Design rx2in_ctl, sky130hd; sources not shown.
==> images/met1.png <==
Bar = 20 um.
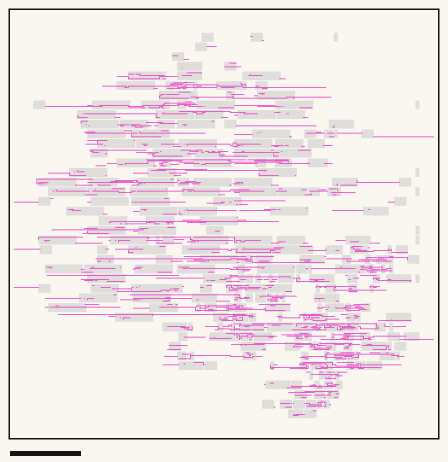
share of all routed wire: 44%
main direction: horizontal
wire length on this layer: 3060 um
nets with wire on the layer: 264
longest straight run: 52.9 um
vias: 2037
GR met1 Demand/Resource: 0.1284

==> images/met2.png <==
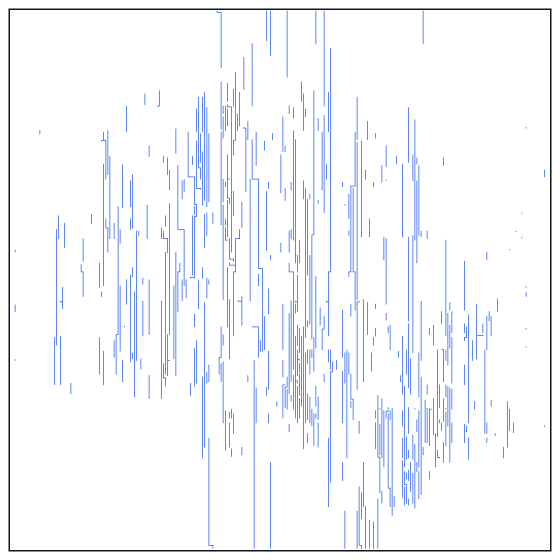
main direction: vertical
share of all routed wire: 50%
nets with wire on the layer: 248
longest straight run: 49.9 um
wire length on this layer: 3520 um
Post-Route WL: 6974 um
met2 Usage GRT: 0.1732

==> run summary <==
status = complete, no violations
CTS Hold Bufs = 0
Leak = 0.001417 uW
Die X-Extent = 120.6 um
Met3 Routed Length = 301 um
number of cells on the critical path = 1
Area leader share = 0.5241
TNS Setup = 0 ps
capturing element type of the critical path = primary output
CTS tree = built
fin crit period = 2719 ps
M1 wire length = 3061 um
maximum net fanout on the critical path = 9
buffer and inverter count on the worst path = 1
GRT Total Usage = 0.1037
worst vdd ir = 0.2527 mV
# diodes = 0
Clk Latency, worst-skew pair = 360 ps
GRT overflow = 0
area reported by Yosys stat = 3667 um^2
HP Class = reg -> reg
Top Metal Used = met4
tool warnings = 26
slowest CP cell = clkdlybuf4s50_1
placed inst area = 4083 um^2
Post-DP HPWL = 4445 um
Setup Viol. Count Final = 0
Syn. warnings = 0
cell family with most CP delay = buffers and inverters
Setup Fix Bufs, Post-CTS = 0
# resized after CTS = 1
hold path cells = 2
CTS max path bufs = 2
H-tree depth = 3
DRT Pass-1 Iters = 4
Rows = 40
Power Total = 3432 uW
endpoints failing hold = 0
Worst Path Arrival = 2060 ps
pwr dens = 795.6 nW/um^2
met3 Usage GRT = 0.03461
wire length per cell = 16.41 um
wire length on met2 = 3521 um
Final #Nets = 290
Synth top cell by count = edfxtp_1
Post-synth top cells = 64 x edfxtp_1, 27 x nor2_1, 24 x dfxtp_1
die height = 120.6 um
first-pass GRT wire length = 11320 um
initial antenna violation count = 0
synthesized flop and latch total = 88
Avg Inst Size Synth = 14.91 um^2
CP Cell Sequence = clkdlybuf4s50_1
Clock Sinks = 88
Crit path largest cell delay = 1200 ps
Critical Path RT = 2640 ps
Die ar. = 14540 um^2
fin util = 0.3591
Syn Inst Count = 246
dpl ws = 120.3 ps
Setup Skew = 11.80 ps
DRC violations left = 0
Area Growth Syn to Fin = 17.61%
asr flop ratio synth = 0
## cells by family after synthesis
group	count (synthesis)	share of synthesized area
other cells	2	0.002048
compound gates	37	0.07336
buf+inv	24	0.03275
fa+ha+maj	4	0.01365
flops	88	0.6551
simple gates	59	0.08223
mux	26	0.1266
xor+xnor	6	0.01433
## layout make-up
cell class	count	area, um^2	share of cell area
Sequential cell	88	2402	0.5570
Multi-Input combinational cell	139	1200	0.2782
Timing Repair Buffer	29	299.0	0.06934
Tap cell	147	183.9	0.04265
Clock buffer	9	123.9	0.02872
Clock inverter	7	81.33	0.01886
Inverter	6	22.52	0.005222
## power breakdown
group          internal, uW  switching [uW]
clock                   358             395
combinational           430             804
sequential             1290             153
total                  2080            1350
No activity file was given, so power comes from the tool's default toggle rates.
